==> config.mk <==
export PLATFORM = sky130hd
export DESIGN_NAME = lcd_bus_receiver
export DESIGN_NICKNAME = d
export VERILOG_FILES = /design/src/rtl/lcd_rx_pkg.sv /design/src/rtl/lcd_ddram.sv /design/src/rtl/lcd_bus_receiver.sv
export SDC_FILE = /design/constraint.sdc
export NUM_CORES = 1
export LEC_CHECK = 0
export CORE_MARGIN = 2
export CORE_UTILIZATION = 42
export DETAILED_ROUTE_END_ITERATION = 16
export GPL_ROUTABILITY_DRIVEN = 0
export MAX_ROUTING_LAYER = met4
export SYNTH_ARGS = -nofsm -noshare
export SYNTH_HDL_FRONTEND = slang
export SYNTH_SLANG_ARGS = --single-unit
==> constraint.sdc <==
create_clock -name clk -period 7.2 [get_ports clk]
set_clock_uncertainty 0.15 [all_clocks]
set_input_delay 1.08 -clock clk [delete_from_list [all_inputs] [get_ports clk]]
set_output_delay 1.08 -clock clk [all_outputs]
set_load 0.005 [all_outputs]
==> src/rtl/lcd_rx_pkg.sv <==
// Shared opcode masks, DDRAM geometry, error bit indices and address helpers for the LCD bus receiver.
package lcd_rx_pkg;

   localparam logic [7:0] CMD_CLEAR       = 8'h01;
   localparam logic [7:0] CMD_HOME_MSK    = 8'h02;
   localparam logic [7:0] CMD_ENTRY_MSK   = 8'h04;
   localparam logic [7:0] CMD_DISPLAY_MSK = 8'h08;
   localparam logic [7:0] CMD_SHIFT_MSK   = 8'h10;
   localparam logic [7:0] CMD_FUNC_MSK    = 8'h20;
   localparam logic [7:0] CMD_CGRAM_MSK   = 8'h40;
   localparam logic [7:0] CMD_DDRAM_MSK   = 8'h80;

   localparam int         LINE_LEN   = 16;
   localparam logic [6:0] LINE1_BASE = 7'h00;
   localparam logic [6:0] LINE2_BASE = 7'h40;
   localparam logic [6:0] LINE1_LAST = LINE1_BASE + 7'(LINE_LEN - 1);
   localparam logic [6:0] LINE2_LAST = LINE2_BASE + 7'(LINE_LEN - 1);
   localparam logic [6:0] LINE_MSK   = ~7'(LINE_LEN - 1);

   localparam logic [7:0] FILL_CHAR = 8'h20;

   localparam int ERR_SHORT_PULSE = 3;
   localparam int ERR_READ_STROBE = 2;
   localparam int ERR_UNMAPPED    = 1;
   localparam int ERR_WHILE_BUSY  = 0;

   typedef enum logic [0:0] {ST_IDLE, ST_CLEAR} state_t;

   typedef enum logic [2:0] {
      OP_NOP, OP_CLEAR, OP_HOME, OP_ENTRY, OP_DISPLAY, OP_SET_ADDR
   } op_t;

   typedef struct packed {
      logic       ok;
      logic [4:0] pos;
   } ddram_pos_t;

   // Highest set bit selects the instruction; shift/function/CGRAM are accepted as no-ops.
   function automatic op_t decode_cmd(input logic [7:0] c);
      op_t op;
      if ((c & CMD_DDRAM_MSK) != 8'h00)                                       op = OP_SET_ADDR;
      else if ((c & (CMD_CGRAM_MSK | CMD_FUNC_MSK | CMD_SHIFT_MSK)) != 8'h00) op = OP_NOP;
      else if ((c & CMD_DISPLAY_MSK) != 8'h00)                                op = OP_DISPLAY;
      else if ((c & CMD_ENTRY_MSK) != 8'h00)                                  op = OP_ENTRY;
      else if ((c & CMD_HOME_MSK) != 8'h00)                                   op = OP_HOME;
      else if (c == CMD_CLEAR)                                                op = OP_CLEAR;
      else                                                                    op = OP_NOP;
      return op;
   endfunction

   function automatic ddram_pos_t ddram_pos(input logic [6:0] a);
      ddram_pos_t p;
      p.ok  = 1'b0;
      p.pos = {1'b0, a[3:0]};
      if ((a & LINE_MSK) == LINE1_BASE) begin
         p.ok = 1'b1;
      end else if ((a & LINE_MSK) == LINE2_BASE) begin
         p.ok     = 1'b1;
         p.pos[4] = 1'b1;
      end
      return p;
   endfunction

   // Cursor wraps between the ends of the two visible lines rather than through the gap.
   function automatic logic [6:0] step_addr(input logic [6:0] a, input logic inc);
      logic [6:0] n;
      if (inc) begin
         if (a == LINE1_LAST)      n = LINE2_BASE;
         else if (a == LINE2_LAST) n = LINE1_BASE;
         else                      n = a + 7'd1;
      end else begin
         if (a == LINE2_BASE)      n = LINE1_LAST;
         else if (a == LINE1_BASE) n = LINE2_LAST;
         else                      n = a - 7'd1;
      end
      return n;
   endfunction

endpackage

==> src/rtl/lcd_ddram.sv <==
// 32x8 display RAM: one synchronous write port, one registered read port (read-before-write).
module lcd_ddram
   import lcd_rx_pkg::*;
(
   input  logic       clk,
   input  logic       rst,
   input  logic       we,
   input  logic [4:0] waddr,
   input  logic [7:0] wdata,
   input  logic [4:0] raddr,
   output logic [7:0] rdata
);
   localparam int DEPTH = 2 * LINE_LEN;

   logic [7:0] mem [DEPTH];

   always_ff @(posedge clk) begin
      if (we) mem[waddr] <= wdata;
   end

   always_ff @(posedge clk) begin
      if (rst) rdata <= '0;
      else     rdata <= mem[raddr];
   end

endmodule

==> src/rtl/lcd_bus_receiver.sv <==
// Snoops an HD44780-style parallel bus and mirrors the 2x16 DDRAM and display state.
// Define LCD_RX_STATS_EN to add cmd_count/data_count outputs.
module lcd_bus_receiver
   import lcd_rx_pkg::*;
#(
   parameter int MIN_E_HIGH = 2
) (
   input  logic        clk,
   input  logic        rst,
   input  logic        lcd_rs,
   input  logic        lcd_rw,
   input  logic        lcd_e,
   input  logic [7:0]  lcd_data,
   input  logic [4:0]  rd_addr,
   output logic [7:0]  rd_data,
   output logic [6:0]  cursor_addr,
   output logic        display_on,
   output logic        entry_inc,
   output logic        busy,
   output logic        cmd_valid,
   output logic        data_valid,
`ifdef LCD_RX_STATS_EN
   output logic [3:0]  err,
   output logic [15:0] cmd_count,
   output logic [15:0] data_count
`else
   output logic [3:0]  err
`endif
);
   localparam int            CW       = $clog2(MIN_E_HIGH + 2);
   localparam logic [CW-1:0] HIGH_MIN = CW'(MIN_E_HIGH);

   state_t        state, state_next;
   logic          e_q, rs_q, rw_q;
   logic [7:0]    dat_q;
   logic [CW-1:0] high_cnt;
   logic [4:0]    clr_idx;
   logic          fall, long_enough, exec;
   op_t           op;
   ddram_pos_t    wpos;
   logic          ram_we;
   logic [4:0]    ram_waddr;
   logic [7:0]    ram_wdata;

   assign busy        = (state == ST_CLEAR);
   assign fall        = e_q & ~lcd_e;
   assign long_enough = (high_cnt >= HIGH_MIN);
   assign exec        = fall & long_enough & ~rw_q & ~busy;
   assign op          = decode_cmd(dat_q);
   assign wpos        = ddram_pos(cursor_addr);

   // Bus fields follow the pin values for as long as E is high; the last sample is the one used.
   always_ff @(posedge clk) begin
      if (rst) begin
         e_q      <= 1'b0;
         high_cnt <= '0;
         rs_q     <= 1'b0;
         rw_q     <= 1'b0;
         dat_q    <= '0;
      end else begin
         e_q <= lcd_e;
         if (lcd_e) begin
            rs_q  <= lcd_rs;
            rw_q  <= lcd_rw;
            dat_q <= lcd_data;
            if (high_cnt != HIGH_MIN) high_cnt <= high_cnt + 1'b1;
         end else begin
            high_cnt <= '0;
         end
      end
   end

   always_ff @(posedge clk) begin
      if (rst) begin
         state   <= ST_IDLE;
         clr_idx <= '0;
      end else begin
         state   <= state_next;
         clr_idx <= busy ? clr_idx + 5'd1 : 5'd0;
      end
   end

   always_comb begin
      state_next = state;
      ram_we     = 1'b0;
      ram_waddr  = wpos.pos;
      ram_wdata  = dat_q;
      case (state)
         ST_IDLE: begin
            if (exec && !rs_q && op == OP_CLEAR) state_next = ST_CLEAR;
            else if (exec && rs_q && wpos.ok)    ram_we     = 1'b1;
         end
         ST_CLEAR: begin
            ram_we    = 1'b1;
            ram_waddr = clr_idx;
            ram_wdata = FILL_CHAR;
            if (clr_idx == 5'(2 * LINE_LEN - 1)) state_next = ST_IDLE;
         end
         default: state_next = ST_IDLE;
      endcase
      if (rst) ram_we = 1'b0;
   end

   always_ff @(posedge clk) begin
      if (rst) begin
         cursor_addr <= LINE1_BASE;
         display_on  <= 1'b0;
         entry_inc   <= 1'b1;
         cmd_valid   <= 1'b0;
         data_valid  <= 1'b0;
         err         <= '0;
      end else begin
         cmd_valid  <= 1'b0;
         data_valid <= 1'b0;
         if (fall && !long_enough) err[ERR_SHORT_PULSE] <= 1'b1;
         if (fall && long_enough && rw_q) err[ERR_READ_STROBE] <= 1'b1;
         if (fall && long_enough && busy) err[ERR_WHILE_BUSY] <= 1'b1;
         if (exec && rs_q) begin
            data_valid  <= 1'b1;
            cursor_addr <= step_addr(cursor_addr, entry_inc);
            if (!wpos.ok) err[ERR_UNMAPPED] <= 1'b1;
         end
         if (exec && !rs_q) begin
            cmd_valid <= 1'b1;
            case (op)
               OP_SET_ADDR: cursor_addr <= dat_q[6:0];
               OP_DISPLAY:  display_on  <= dat_q[2];
               OP_ENTRY:    entry_inc   <= dat_q[1];
               OP_HOME:     cursor_addr <= LINE1_BASE;
               OP_CLEAR: begin
                  cursor_addr <= LINE1_BASE;
                  entry_inc   <= 1'b1;
               end
               default: ;
            endcase
         end
      end
   end

`ifdef LCD_RX_STATS_EN
   always_ff @(posedge clk) begin
      if (rst) begin
         cmd_count  <= '0;
         data_count <= '0;
      end else begin
         if (cmd_valid)  cmd_count  <= cmd_count + 16'd1;
         if (data_valid) data_count <= data_count + 16'd1;
      end
   end
`endif

   lcd_ddram u_ddram (
      .clk   (clk),
      .rst   (rst),
      .we    (ram_we),
      .waddr (ram_waddr),
      .wdata (ram_wdata),
      .raddr (rd_addr),
      .rdata (rd_data)
   );

endmodule

run_1/final_placement.png
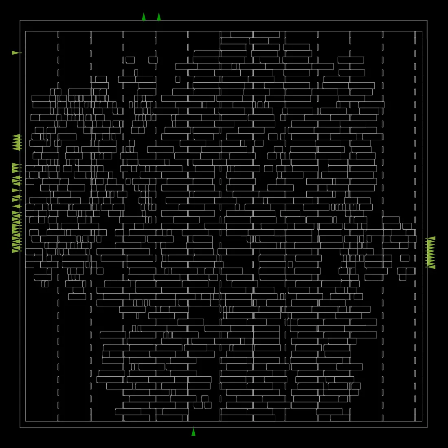
Seq area share: 62.1%
Util after Layout: 49.0%
tap cells: 378

run_1/pins.png
(3 px per um) Pins as bars across the die edge, other pins in gray.
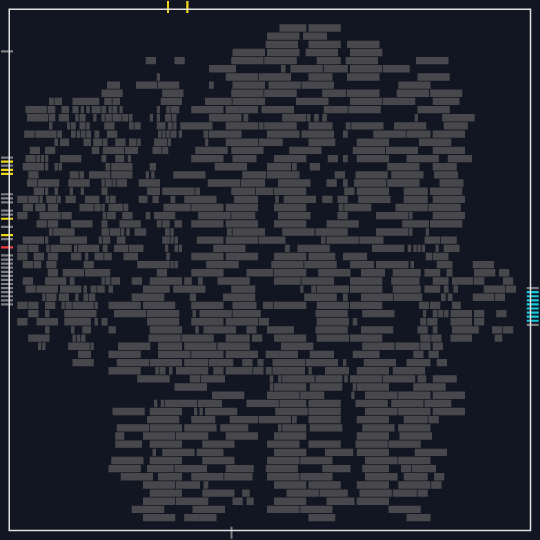
Key: cursor_addr = yellow [pins 7, direction output, edge 5 left, 2 top]; rd_data = cyan [pins 8, direction output, edge right]; display_on = red [pins 1, direction output, edge left]
All pins by edge: 29 left, 10 right, 2 top, 1 bottom.

run_1/port_nets.png
(1.5 px per um)
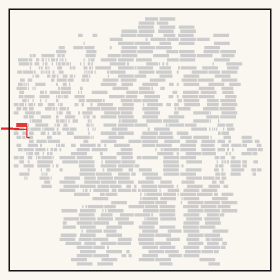
Key: display_on = red [bits 1, direction output, edge left, end cells 1, wire 23.9 um]

==> results_dict.tcl, run 1 <==
# flow metrics
set metrics [dict create \
    status "completed" \
    edf_count 256 \
    yosysTopAreaCell "edfxtp_1" \
    top_register "u_ddram.mem" \
    r2r_cells 5 \
    cts-resized-gates 0 \
    critPathMaxStageDelay_ps 960 \
    rsz0062_at_grt "false" \
    crit_slowest_cell "nor3_1" \
    critPathLaunchType "input port" \
    row_count 61 \
    dpl_cell_area_sq_mm 0.0128 \
    simple_gate_area_share_pct 6.19 \
    htree_levels 1 \
    power_frac_clock_pct 41.6 \
    seq_cell_power_mw 1.89 \
    drc_errors 0 \
    grt_use_met1_pct 25.1 \
    postCtsSetupBuffers 0 \
    whs_ps 346 \
    coreArea_sq_mm 0.0280 \
    required_ps 7210 \
    grt_pass1_wl_um 40600 \
    track_usage_pct 18.5 \
    antenna_found_initial 0 \
    num-fill-cells 2295 \
    powerClk_mw 1.47 \
    synth_area_per_cell_sq_um 17.8 \
    yosysMostFrequentCell "edfxtp_1" \
    cts.clk_slew.worst_paths_ps 60 \
    dr_total_vias 6305 \
    dieWidth_um 173 \
    critical_path_class "input port to register" \
    crit_end "u_ddram.mem[31][7]" \
    synth_cells 678 \
    synth_cell_type_count 51 \
    postRouteAntennaNets 0 \
    switchingPower_mw 0.748 \
    wl_met2_um 13000 \
    ys_cells 678 \
    clock-root-buffer "clkbuf_16" \
    cts_num_sinks 298 \
    grt_pass1_vias 6522 \
    dr.max_layer_used "met4" \
    aoi_share_pct 4.11 \
    largest_reg_flops 256 \
    lay_top_cells "edfxtp_1 (256), nor2_1 (69), mux4_2 (51)" \
    die_area_sq_mm 0.0300 \
    die_y_um 173 \
    top_cells_by_count "edfxtp_1 (256), nor2_1 (70), mux4_2 (51)" \
    crit_path_cell_trace "clkdlybuf4s50_1, nor2b_1, a41oi_1, nor2_1, nand2_1, nor3_1" \
    internal-power_mw 2.80 \
    reg.largest.list "u_ddram.mem (256), dat_q (8), u_ddram.rdata (8)" \
    nNonClkInverters 11 \
    fa_ha_area_share_pct 0.520 \
    maxSlewHeadroom_pct 25.1 \
    mux_share_pct 15.6 \
    setup_viol 0 \
    async_reset_ff_share_pct 0 \
    grt_max_degree 53 \
    regArea_sq_mm 0.00853 \
    yosys_warnings 0 \
    path_buffers 1 \
    xor_area_share_pct 0.509 \
    synth_area_sq_mm 0.0120 \
    overflow 0 \
    max_clock_freq_mhz 254 \
    cp-end-kind "register" \
    netlist_top_cells_area "edfxtp_1 (64%), mux4_2 (9.5%), dfxtp_1 (7.0%)" \
    largest_class "flip-flops and latches" \
    post_drt_wl_per_cell_um 24.1 \
    vdd_ir_drop_max_mv 0.191 \
]
run_1/met2.png
(3 px per um)
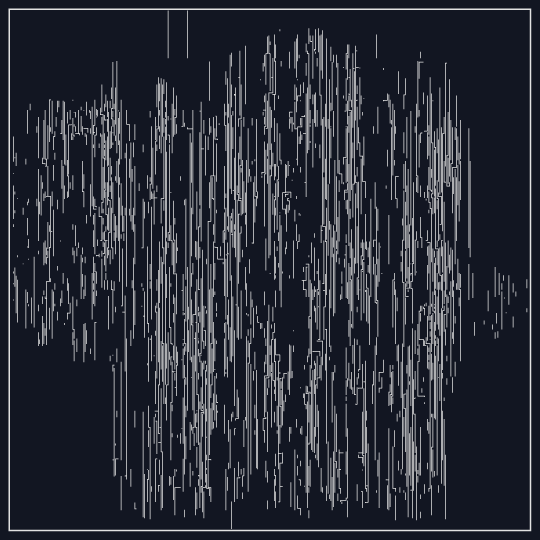

## Run 2: what changed since run 1
==> constraint.sdc (replaced) <==
create_clock -name clk -period 3.2 [get_ports clk]
set_clock_uncertainty 0.15 [all_clocks]
set_input_delay 0.48 -clock clk [delete_from_list [all_inputs] [get_ports clk]]
set_output_delay 0.48 -clock clk [all_outputs]
set_load 0.005 [all_outputs]
run_2/met2.png
(3 px per um)
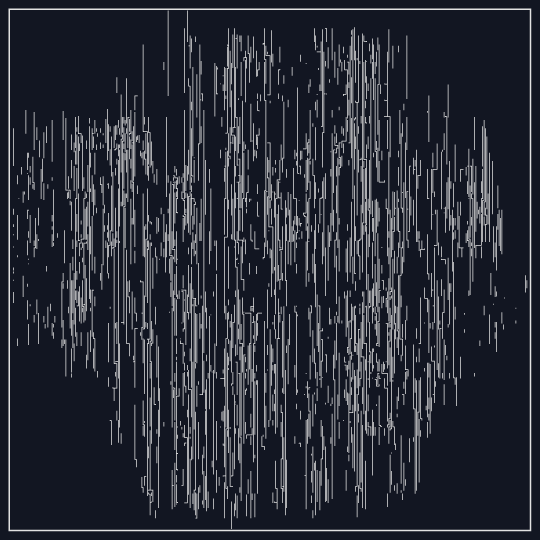
The layer carries 12,500 um of wire. 695 nets have wire on it. The layer holds 46% of the routed length. The wires run mostly vertical.

run_2/final_placement.png
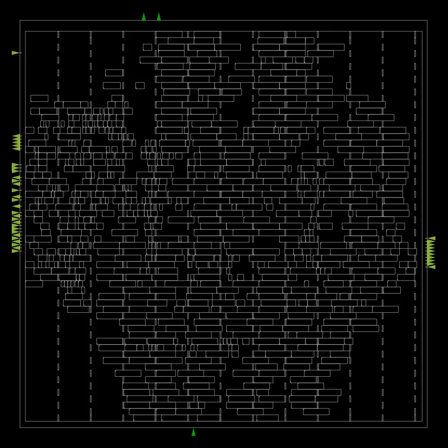
Util after Layout: 50.7%
Fillers: 2,256
flop count: 298
core box area: 0.0280 sq mm

==> run 2 against run 1 <==
Hold slack got worse by 20 ps. Cell count grew 3.9%. Sequential power rose by 130%. Register-to-register slack worse by 3800 ps. Critical path type is now register to register. Die size stayed put. Power grew 130%. Critical path depth did not move. Highest routed layer unchanged. Cell area is 3.4% higher. Combinational power increased by 130%. Non-clock buffer count rose by 41.
==> results_dict.tcl, run 2 <==
# flow metrics
set metrics [dict create \
    power_frac_clock_pct 43.7 \
    synth_cells 678 \
    postCtsSetupBuffers 0 \
    cts-resized-gates 0 \
    synth_cell_type_count 51 \
    dr_total_vias 6453 \
    fa_ha_area_share_pct 0.520 \
    r2r_cells 6 \
    wl_met2_um 12500 \
    yosys_warnings 0 \
    yosysMostFrequentCell "edfxtp_1" \
    vdd_ir_drop_max_mv 0.333 \
    die_y_um 173 \
    status "completed" \
    critical_path_class "register to register" \
    dieWidth_um 173 \
    internal-power_mw 6.61 \
    ys_cells 678 \
    cts_num_sinks 298 \
    post_drt_wl_per_cell_um 23.1 \
    critPathMaxStageDelay_ps 900 \
    drt_iter0_drc 673 \
    whs_ps 326 \
    mux_share_pct 15.6 \
    max_clock_freq_mhz 329 \
    reg.largest.list "u_ddram.mem (256), dat_q (8), u_ddram.rdata (8)" \
    edf_count 256 \
    async_reset_ff_share_pct 0 \
    regArea_sq_mm 0.00853 \
    drc_errors 0 \
    lay_top_cells "edfxtp_1 (256), nor2_1 (69), mux4_2 (51)" \
    overflow 0 \
    crit_slowest_cell "nor3_1" \
    path_buffers 1 \
    dr.max_layer_used "met4" \
    final-hold-violation-count 0 \
    cts.clk_slew.worst_paths_ps 60 \
    yosysTopAreaCell "edfxtp_1" \
    crit_path_cell_trace "nor3b_1, a41oi_1, nor2_1, nand2_1, buf_4, nor3_1" \
    setup_viol 0 \
    seq_cell_power_mw 4.26 \
    crit_end "u_ddram.mem[20][6]" \
    required_ps 3210 \
    nNonClkInverters 11 \
    cp-end-kind "register" \
    taps 378 \
    grt_max_degree 43 \
    maxSlewHeadroom_pct 24.7 \
    switchingPower_mw 1.69 \
    grt_pass1_vias 6588 \
    die_area_sq_mm 0.0300 \
    postRouteAntennaNets 0 \
    grt_use_met1_pct 26.3 \
    xor_area_share_pct 0.509 \
    netlist_top_cells_area "edfxtp_1 (64%), mux4_2 (9.5%), dfxtp_1 (7.0%)" \
    dpl_cell_area_sq_mm 0.0131 \
    htree_levels 1 \
    top_register "u_ddram.mem" \
    seq-cell-share_pct 60.1 \
    grt_pass1_wl_um 41000 \
    powerClk_mw 3.62 \
]
No activity file was given, so power comes from the tool's default toggle rates.
